run_1/met1.png
The bar under the picture is 20 um long. Supply wires on this layer in grey.
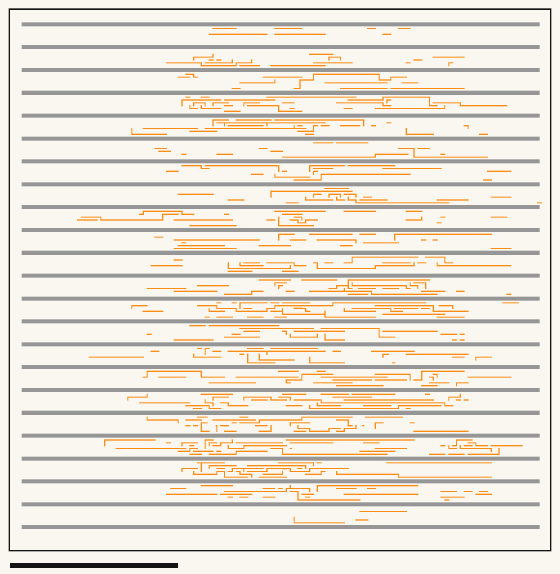
run_1/met2.png
The bar under the picture is 20 um long.
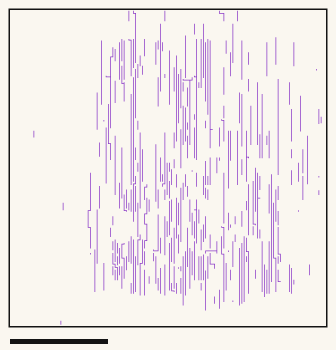
run_1/met3.png
Cells faint in the background.
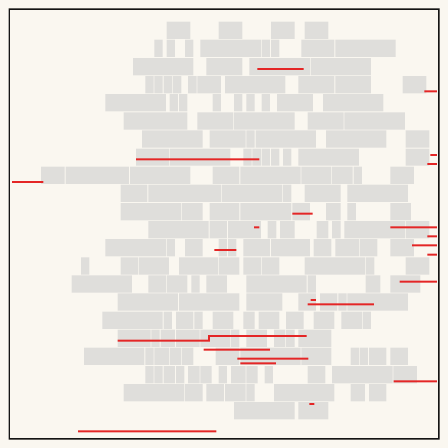
run_1/clock_map.png
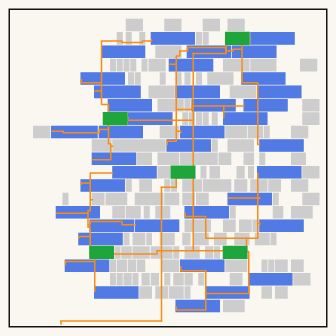
Design uart_rx_stage, sky130hd; sources not shown.
==> run_results.csv, run 1 <==
group,metric,value,unit
layout,buffers,21,
placement,place_area,2000,um^2
setup_path,cp_data_required_time,2.22,ns
logic_synthesis,yosysWarnings,0,
pwr,vdd_ir_drop_max,0.416,mV
sta,holdWs,0.354,ns
logic_synthesis,yosys.area.top_type_share,49.5,%
sta,setup_viol,0,
clocking,postCtsHoldBufs,0,
grt,grt_overflow,0,
logic_synthesis,synth-simple-area-share,22.0,%
routing,routedWlPerCell,14.4,um
setup_path,crit_fanout,8,
routing,top_layer_used,"met4",
run_status,status,"complete, no violations",
setup_path,cp_num_buf_inv,1,
clocking,ctsHtreeMaxLevel,2,
setup_path,worst-path-stages,6,
grt,grt_pass1_vias,1266,
run,tool_warnings,27,
grt,grtUsageTotal,18.9,%
logic_synthesis,synthAdderAreaFrac,2.75,%
layout,fin_area,2120,um^2
logic_synthesis,edf_count,0,
pwr,p_leak,1.02,nW
logic_synthesis,synth_nets,168,
layout,antenna_cells,0,
About met1.png:
share of all routed wire: 46%
main direction: horizontal
WL final: 3290 um
GR Util met1: 23.2%
DR vias: 1248

About met2.png:
share of all routed wire: 46%
wire length on this layer: 1530 um
M2 GR Usage: 29.2%

About met3.png:
nets with wire on the layer: 17
longest straight run: 20.5 um
met3 Use GR: 6.25%

About clock_map.png:
[orange] clock wires | length: 445 um
[blue] flip-flops | count: 38
[green] cells driving clock nets | count: 5
routed clock nets: 6
Clock power frac: 33.3%
Clk power: 0.000636 W
Worst-Skew Late Latency: 0.30 ns
Worst Skew: 0.00602 ns

run 1: placed cells by master (no fill, tap or decap), types with 2 or more instances in the layout:
master,n
dfrtp_1,36
a22o_1,4
nand3_1,3
a21oi_4,2
buf_4,6
nand2_1,37
clkbuf_8,5
inv_1,2
nor3_1,4
mux2_4,9
clkinvlp_4,2
and4b_1,2
nor3b_1,3
dfstp_2,2
ha_1,4
o22ai_1,3
o21a_1,2
xnor2_1,2
nor2_1,10
clkdlybuf4s50_1,14
o31ai_1,2
run 1: per-layer routing:
layer	up-vias	track usage, %
met2	28	29.2
met1	619	23.2
met5	-	0
li1	591	-
met3	10	6.25
met4	0	10.0
run 1: power breakdown:
group          internal, W  switching, W
clock network     0.000363      0.000273
registers         0.000796     0.0000481
logic             0.000181      0.000252
total              0.00134      0.000573
==> inputs of run 2 (changes only) <==
--- a/config.mk
+++ b/config.mk
@@ -6,9 +6,9 @@
 export NUM_CORES = 1
 export LEC_CHECK = 0
 export CAP_MARGIN = 10
+export CORE_MARGIN = 4
 export CORE_UTILIZATION = 47
 export DETAILED_ROUTE_END_ITERATION = 8
-export HOLD_SLACK_MARGIN = 0.06
 export PLACE_DENSITY = 0.76
 export SYNTH_ARGS = -nofsm -noshare
 export SYNTH_HDL_FRONTEND = slang
run_2/met2.png
The bar under the picture is 20 um long.
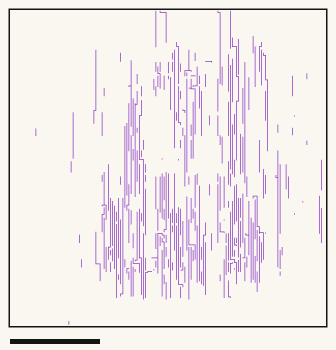
nets with wire on the layer: 155
longest straight run: 26.9 um
WL final: 3460 um
M2 GR Usage: 25.5%
DR vias: 1224

run_2/final_congestion.png
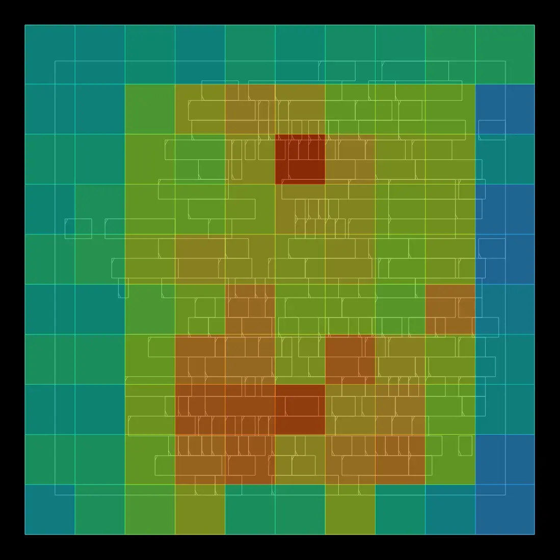
met3 Use GR: 4.46%
GR Util met1: 19.5%
total track usage: 15.8%
Top Usage Layer GRT: met2
routed length per instance: 15.2 um

==> run 2 against run 1 <==
  * Register-to-register slack about the same
  * Wire length rose by 5.1%
  * Sequential cell count stayed put
  * Synthesized area did not move
  * Die size increased by 20%
  * Maximum frequency is 0.20% higher
  * First-iteration DRC count increased by 13%
  * Global-route usage down 3.1 points
  * Synthesized cell count did not move
  * Core utilization down 0.088 points
  * Non-clock buffer count decreased by 1
  * Critical path type unchanged
  * Largest cell class unchanged
==> run_results.csv, run 2 <==
group,metric,value,unit
clocking,postCtsHoldBufs,0,
sta,skew,0.00615,ns
setup_path,cp_data_required_time,2.22,ns
floorplanning,dieArea,4940,um^2
grt,antenna_found_initial,0,
layout,antenna_cells,0,
logic_synthesis,synth_nets,168,
logic_synthesis,edf_count,0,
layout,buffers,20,
layout,final_cell_mix,"37 x nand2_1, 36 x dfrtp_1, 13 x clkdlybuf4s50_1",
layout,lay_top_count,"nand2_1",
setup_path,start_kind,"flip-flop",
run_status,status,"complete, no violations",
placement,place_area,1990,um^2
logic_synthesis,synthAdderAreaFrac,2.75,%
grt,grt_pass1_vias,1194,
logic_synthesis,synth-simple-area-share,22.0,%
run,tool_warnings,27,
layout,fin_area,2130,um^2
setup_path,cp_num_buf_inv,1,
setup_path,r2r_slack,0.12,ns
logic_synthesis,yosys.area.top_type_share,49.5,%
grt,grt_overflow,0,
sta,grt_setup_unrepaired,"no",
pwr,vdd_ir_drop_max,0.476,mV
logic_synthesis,syn_area_per_cell,11.4,um^2
clocking,ctsHtreeMaxLevel,2,
routing,top_layer_used,"met4",
logic_synthesis,yosysWarnings,0,
pwr,p_leak,1.03,nW
clocking,clk_latency,0.29,ns
clocking,cts.clk_slew.worst_paths,0.08,ns
run_2/met1.png
The bar under the picture is 20 um long. Supply wires on this layer in grey.
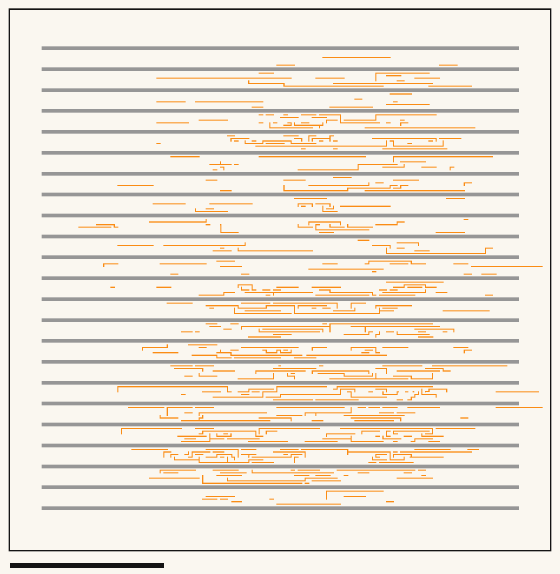
share of all routed wire: 44%
wire length on this layer: 1520 um
nets with wire on the layer: 166
main direction: horizontal

==> run 2: cell count changes in the layout (fill, tap and decap cells not counted), sizes merged <==
| cell | previous run | this run |
|---|---|---|
| bufinv | 1 | 2 |
| clkbuf | 5 | 6 |
| clkdlybuf4s50 | 14 | 13 |
| clkinvlp | 2 | 0 |
| dlygate4sd2 | 0 | 1 |
| dlymetal6s2s | 1 | 0 |
==> run 2: what timing repair did <==
action / in CTS / in global routing
endpoints found under the setup margin: 1 / 0
endpoints found under the hold margin: 0 / 0
resized: 1 / 0
buffers inserted: 0 / 0
==> run 2: report_power, final <==
part | leakage, nW | internal, W | switching (W)
clock | 0.0714 | 0.000521 | 0.000269
sequential | 0.510 | 0.000796 | 0.0000642
combinational | 0.444 | 0.000169 | 0.000244
==> inputs of run 3 (changes only) <==
--- a/config.mk
+++ b/config.mk
@@ -9,7 +9,8 @@
 export CORE_MARGIN = 4
 export CORE_UTILIZATION = 47
 export DETAILED_ROUTE_END_ITERATION = 8
-export PLACE_DENSITY = 0.76
+export PLACE_DENSITY = 0.79
 export SYNTH_ARGS = -nofsm -noshare
 export SYNTH_HDL_FRONTEND = slang
 export SYNTH_SLANG_ARGS = --single-unit
+export TNS_END_PERCENT = 50
==> constraint.sdc (replaced) <==
create_clock -name clock -period 1.7 [get_ports clock]
set_input_delay 0.255 -clock clock [delete_from_list [all_inputs] [get_ports clock]]
set_output_delay 0.255 -clock clock [all_outputs]
set_load 0.03 [all_outputs]
run_3/met1.png
The bar under the picture is 20 um long. Supply wires on this layer in grey.
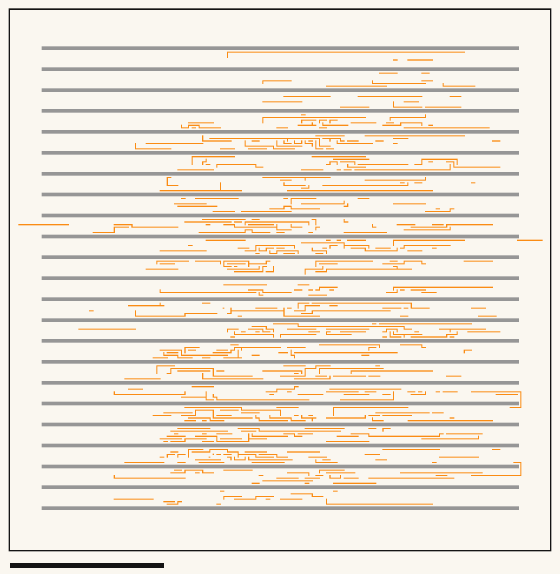
wire length on this layer: 1590 um
share of all routed wire: 44%
longest straight run: 30.8 um
main direction: horizontal
nets with wire on the layer: 185
DR vias: 1292
WL final: 3610 um
GR Util met1: 19.6%

run_3/clock_map.png
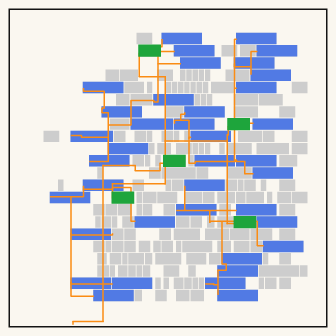
[orange] clock wires | length: 441 um
[blue] flip-flops | count: 38
[green] cells driving clock nets | count: 5
routed clock nets: 6
Clk power: 0.000632 W
Clock power frac: 26.9%
Worst Skew: 0.00451 ns

==> run 3 against run 2 <==
  * Register-to-register slack got worse by 0.06 ns
  * Setup slack got worse by 0.060 ns
  * Total power rose by 14%
==> run_results.csv, run 3 <==
group,metric,value,unit
pwr,internal-power,0.00163,W
pwr,pg_comb,0.000730,W
clocking,postCtsHoldBufs,0,
layout,lay_top_count,"nand2_1",
layout,fin_area,2280,um^2
grt,grt_busiest_layer,"met2",
layout,antenna_cells,0,
clocking,clk_latency,0.29,ns
clocking,cts-resized-gates,4,
pwr,seqPwrFrac,42.0,%
pwr,maxPowerGroup,"sequential cells",
grt,use_met2,26.0,%
pwr,vdd_ir_drop_max,0.434,mV
logic_synthesis,yosysWarnings,0,
pwr,comb_power_share,31.1,%
run,tool_warnings,27,
placement,place_area,2090,um^2
logic_synthesis,synthAdderAreaFrac,2.75,%
logic_synthesis,synth-simple-area-share,22.0,%
grt,grtUsageTotal,15.9,%
clocking,cts.clk_slew.worst_paths,0.07,ns
logic_synthesis,syn_area_per_cell,11.4,um^2
clocking,post_cts_buffers,1,
routing,top_layer_used,"met4",
logic_synthesis,synthTopCellsByCount,"37 x nand2_1, 36 x dfrtp_1, 10 x nor2_1, 9 x mux2_4",
setup_path,cp_data_required_time,1.88,ns
grt,antenna_found_initial,0,
grt,grt_pass1_vias,1332,
logic_synthesis,aoi_share,9.13,%
grt,grt_overflow,0,
pwr,p_leak,1.11,nW
logic_synthesis,async_flop_share,100,%
pwr,p_switching,0.000719,W
setup_path,start_kind,"flip-flop",
routing,routedWlPerCell,14.7,um
placement,post-place-cells,233,
run_status,status,"complete, no violations",
setup_path,r2r_slack,0.06,ns
layout,final_cell_mix,"37 x nand2_1, 36 x dfrtp_1, 22 x buf_4",
pwr,pg_seq,0.000988,W
floorplanning,dieArea,4940,um^2
run_3/met3.png
Cells faint in the background.
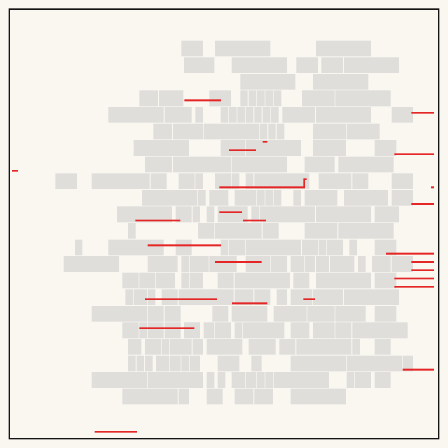
nets with wire on the layer: 18
share of all routed wire: 3.8%
met3 Use GR: 3.02%

## run 3: final cells by class
| class | count | area (um^2) | share of cell area, % |
|---|---|---|---|
| Sequential cell | 38 | 953 | 41.8 |
| Multi-Input combinational cell | 111 | 820 | 36.0 |
| Timing Repair Buffer | 39 | 343 | 15.0 |
| Clock buffer | 6 | 82.6 | 3.62 |
| Tap cell | 48 | 60.1 | 2.64 |
| Clock inverter | 2 | 12.5 | 0.549 |
| Inverter | 2 | 7.51 | 0.329 |
## run 3: critical path: stages, from the launching register on
cell and delay (ns):
dfrtp_1 0.39, inv_2 0.08, ha_4 0.11, and3b_2 0.20, buf_6 0.13, a21oi_4 0.07, or2_4 0.27, mux2_4 0.26
Power is estimated from default activity; no workload was simulated.
